Design index_conditioner_flat, sky130hd; sources not shown.
Figure 1. Register map, names as in the netlist.
Other sequential cells in the stronger gray, the rest of the logic in the fainter gray.
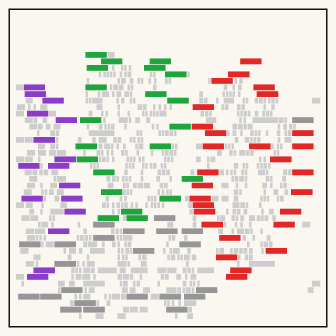
| color | netlist name | flops |
|---|---|---|
| red | u_core.tmo_cnt | 28 |
| green | u_core.hold_cnt | 21 |
| purple | u_core.bus.index_count | 16 |
not colored: 23
sequential group power: 1.65 mW
register share of the cell area: 0.3834
utilization after layout: 0.3616
FF+latch area: 2202 um^2

Figure 2. Floorplan with the power grid.
Bar = 50 um. Pins as bars on the die edge. Tap cells in gray.
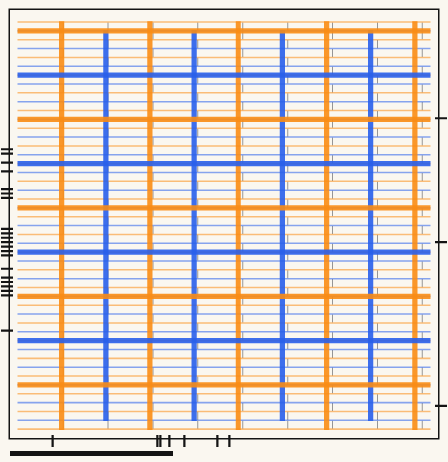
| color | net |
|---|---|
| orange | VSS |
| blue | VDD |
tap cells: 216
signal pins: 31
area of the core region: 15890 um^2
Die Wd: 131.5 um

Figure 3. Routing congestion map.
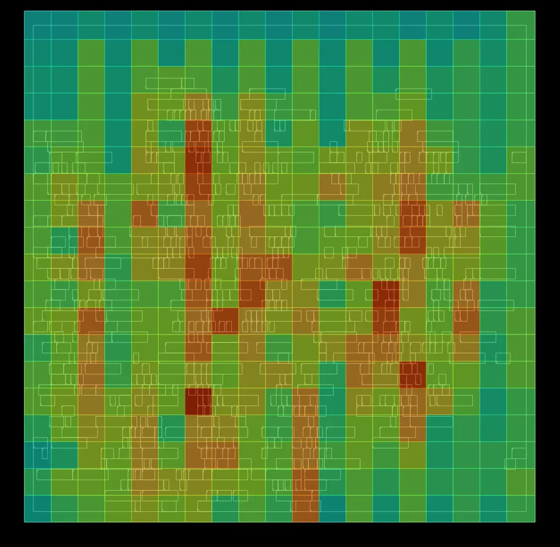
most crowded layer after global routing: met2
met3 GRT Util: 0.03627

Figure 4. Wiring by layer.
Two of the layers only.
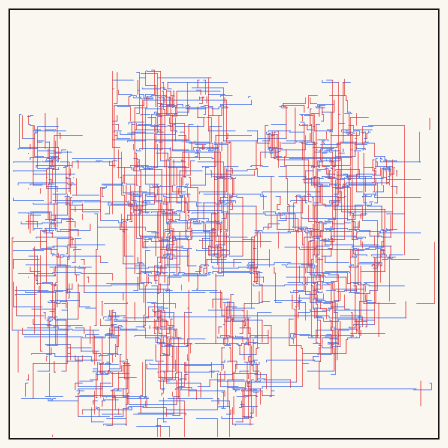
| color | layer | wire length |
|---|---|---|
| blue | metal 1 | 5470 um |
| red | metal 2 | 5460 um |
detail-routed net length per standard cell: 12.63 um
routed wire length: 11400 um
aggregate global-route resource usage: 0.1414
routed vias: 4095

Figure 5. Zoomed window.
Region (86, 20) to (111, 45) um. Cells in gray, sequential cells in the stronger gray; small squares are vias.
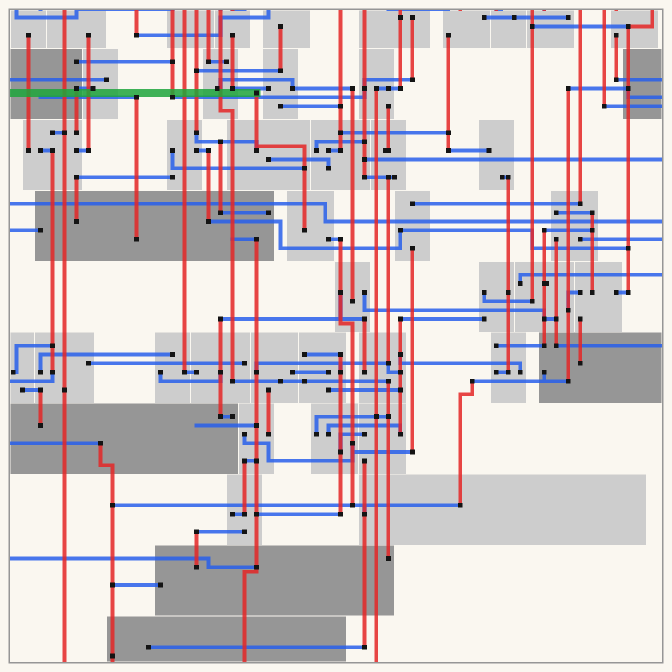
| color | layer |
|---|---|
| blue | metal 1 |
| red | metal 2 |
| green | metal 3 |
most frequent: inv_1 (6), nand2_1 (6)
sequential cells in the window: 5
cells with their middle in the window: 45

==> notes.md <==
Results of the full flow below.

Status:
- The run finished with clean final reports.

Power and ir drop:
- The switching component of the power was reported as 1.775 mW.
- The run gives the total power as about 4.3 mW.
- The run puts the peak supply drop at 0.0003003 V.
- In this run the power density over the cells is between 700 and 800 nW/um^2.
- The run puts the standby leakage power at around 2.8 nW.
- Per report_power, the Clock row totals 0.851 mW.
- The run puts the combinational power at between 1.5 and 2 mW.
- Ranked by power, first place goes to combinational cells.
- The run gives the clock power share as 0.198.
- The run gives the switching share of total power as 0.4137.
- The power report attributes to the combinational group a share of 0.416.
- The run puts the part of the total power dissipated in sequential elements at 0.385.
- The power report lists cell-internal power as 2.515 mW.

Clock tree:
- The run gives the post-CTS setup repair buffer count as 3.
- The run puts the H-tree depth at 3.
- The run gives the clock transition at the register clock pins on the worst setup and hold paths after CTS as 230 ps.
- CTS reports a maximum clock tree buffer depth of 2.
- The run puts the number of sinks handled by clock tree synthesis at slightly below 90.
- The run gives the clock tree from TritonCTS as done.
- The run gives the count of hold buffers inserted by post-cts repair as 1.
- The run gives the cell resize tally after clock tree synthesis as 9.
- In this run the clock root is driven by a sky130_fd_sc_hd__clkbuf_2.
- CTS added clock buffers totalling 9.
- The skew report gives the latency at the later pin of the worst-skew pair as ~580 ps.

STA:
- The pin closest to its max-slew limit shows a slew of 569.5 ps.
- Clock skew on the completed layout was measured at 23.79 ps.
- Setup repair after global routing left no endpoint under its margin.
- The run puts the total of endpoints with negative setup slack in the final report at 0.
- The run puts the worst-case headroom to the max-slew limit at 0.6204.
- The run gives the setup slack of the critical path after layout as roughly 350 ps.
- The run gives the final sum of negative setup slack as 0 ps.
- Pins over their slew limit in the final report were tallied at 0.
- The run gives the ratio of final minimum period to clock period as 0.8699.
- The flow reports an fmax of 0.4242 GHz.
- The run gives the final worst hold slack as 381.3 ps.
- The run puts the shortest period the worst path allows at between 2000 and 2500 ps.
- The final timing report lists a hold violation count of 0.

Final layout:
- 448 cells are multi-input combinational gates.
- The design has between 80 and 90 sequential cells.
- The run puts the number of signal-net buffers in the layout at 45.
- The run puts the fraction of area in non-clock buffers at 0.07406.
- The run gives the combinational fraction of the cell area as 0.4099.
- The register with the most flip-flops in the layout has 28 of them.
- By instance count after routing, the leading logic cell types are sky130_fd_sc_hd__nand2_1 (130), sky130_fd_sc_hd__nor2_1 (92), sky130_fd_sc_hd__dfrtp_1 (88), sky130_fd_sc_hd__inv_1 (75), sky130_fd_sc_hd__nand3_1 (45).
- In this run the layout overhead on the synthesized area is reported as 17.72%.
- The run puts the clock-cell share of area at 0.02592.
- The run gives the number of filler cells placed in the layout as 1696.
- The run puts the number of clock buffers in the layout at 11.
- According to the finish report, the design has a final net count of 694.
- The run gives the logic area as 2355 um^2.
- The run puts the post-route non-filler standard cell count at 903.
- Per the final layout report, the fraction of cells sized above drive strength 1 comes to 0.1137.
- The run gives the final non-filler cell area as about 5700 um^2.
- The run gives the non-clock inverter total of the final layout as ~90.
- The library cell used most frequently in the layout, excluding fill and tap cells, is sky130_fd_sc_hd__nand2_1.
- The run gives the number of antenna diodes as 1.
- The run gives the largest contributor to cell area by class as combinational gates.

Synthesis:
- The run gives the cell type with the highest aggregate area in the netlist as sky130_fd_sc_hd__dfrtp_1.
- The run puts the post-synthesis share of cell area spent on and, or, nand and nor gates at 0.3338.
- Of the total synthesized cell area, the portion taken by full adders, half adders and majority gates is 0.02205.
- The mapped netlist covers slightly below 5000 um^2.
- The run gives the post-synthesis cell type with the largest instance count as sky130_fd_sc_hd__nand2_1.
- The run gives the area share of xor/xnor cells in the synthesized design as 0.05385.
- The share of the Yosys chip area taken by registers is 0.4513.
- The run puts the fraction of post-synthesis cell area in the top cell type by area at 0.4513.
- The run puts the warning count from the yosys run at 0.
- The run puts the tally of unique sky130hd cells used after synthesis at ~41.
- The run puts the flip-flop and latch count after synthesis at 88.
- Of the combinational cells, the family taking the most area is simple AND/OR/NAND/NOR gates.
- The synthesis run shows the most used standard cells to be sky130_fd_sc_hd__nand2_1 (132), sky130_fd_sc_hd__nor2_1 (93), sky130_fd_sc_hd__dfrtp_1 (88).
- The run puts the post-synthesis share of cell area spent on and-or and or-and gates at 0.05974.
- The run gives the flip-flop cell with the highest count after synthesis as sky130_fd_sc_hd__dfrtp_1.
- Measured against the total synthesized area, the mux share comes to 0.002308.
- The run puts the synthesized netlist cell count at 633.
- For reference, the post-synthesis area per instance comes to 7.709 um^2.
- The run gives the proportion of synthesized flip-flops having asynchronous set or reset as 1.000.
- The run puts the total cell area reported by yosys after synthesis at 4880 um^2.
- The run gives the number of flops mapped to enable cells by yosys as 0.
- After synthesis, the design contains around 630 cells according to Yosys.
- Ranked by total cell area, the synthesized netlist is headed by sky130_fd_sc_hd__dfrtp_1 (45%), sky130_fd_sc_hd__nand2_1 (10%), sky130_fd_sc_hd__nor2_1 (7.2%).

Critical path:
- The run gives the arrival time of data at the critical path endpoint as 2890 ps.
- The run puts the number of cells on the critical path at 17.
- The timing report gives the biggest stage delay along the critical path as 400 ps.
- The run gives the endpoint kind of the worst setup timing path as a flip-flop.
- Walking the worst path, the cells encountered are ha_2, nand2_2, inv_2, nand2_2, nor2_4, nand2_4, nor2_8, nand2_2, fa_2, inv_2, ha_4, nand3_2, nor3_2, inv_1, nor2_4, nand3_4, o21ai_1.
- Counting stages on the worst path, the most repeated cell is sky130_fd_sc_hd__nand2_2.
- The timing report gives the worst reg2reg path a setup slack of roughly 350 ps.
- The run puts the data required time of the worst path at roughly 3300 ps.
- The worst setup path is of the reg -> reg kind.
- On the critical path, the stage with the largest delay is an instance of sky130_fd_sc_hd__dfrtp_1.
- The run gives the critical path startpoint category as a flip-flop.
- The run puts the count of cells along the worst register-to-register path at 17.
- Per the post-run analysis, buffers plus inverters along the critical path come to 3.
- The timing report attributes the biggest portion of critical-path delay to simple AND/OR/NAND/NOR gates.

Placement:
- Summed over all nets, the half-perimeter wirelength after detailed placement is 8334 um.
- Per the placement log, port buffering inserted 30 buffers.
- The congestion estimate from routability-driven global placement came to ~0.84.
- The run gives the post-place instance area as 5508 um^2.
- In this run, placement finished with an instance count of 883.
- The run gives the worst slack after detailed placement as -344.1 ps.

Drt:
- Signal nets in the final route climb as high as met4.
- The run puts the routed via count divided by cell count at 4.535.
- For this block, wires on met1 add up to 5465 um.
- After detailed routing, the met2 layer carries 5461 um of wire.
- The first routing iteration left roughly 260 violations.
- In the detailed route, the total length drawn on met3 is 369 um.
- In this run the remaining antenna-violating nets after routing total 0.
- The run gives the count of unresolved DRC violations after routing as 0.
- In the log, the iteration count for the first detailed-route pass is 4.

Run:
- Across all stage logs, warnings added up to 27.
- The run puts the count of maximum capacitance violations at 0.

Die:
- The run puts the number of ports placed on the die boundary at 31.
- The run puts the number of tapcells at 216.
- In the floorplan report the effective utilization is 0.3072.
- According to the floorplan log, the row count is 46.
- The run puts the overall chip area at 17300 um^2.

GRT:
- The run puts the initial antenna violation count at 1.
- In the global route stage, met2 resource usage came out at 0.2382.
- The run gives the first-pass GRT wire length as between 20000 and 25000 um.
- The run puts the maximum number of pins on one net before global-route repair at 48.
- The run gives the global-route met1 utilization as 0.1803.
- The run gives the global route total overflow as 0.

Worst hold path:
- Note that the worst hold path type here is reg -> reg.
No activity file was given, so power comes from the tool's default toggle rates.
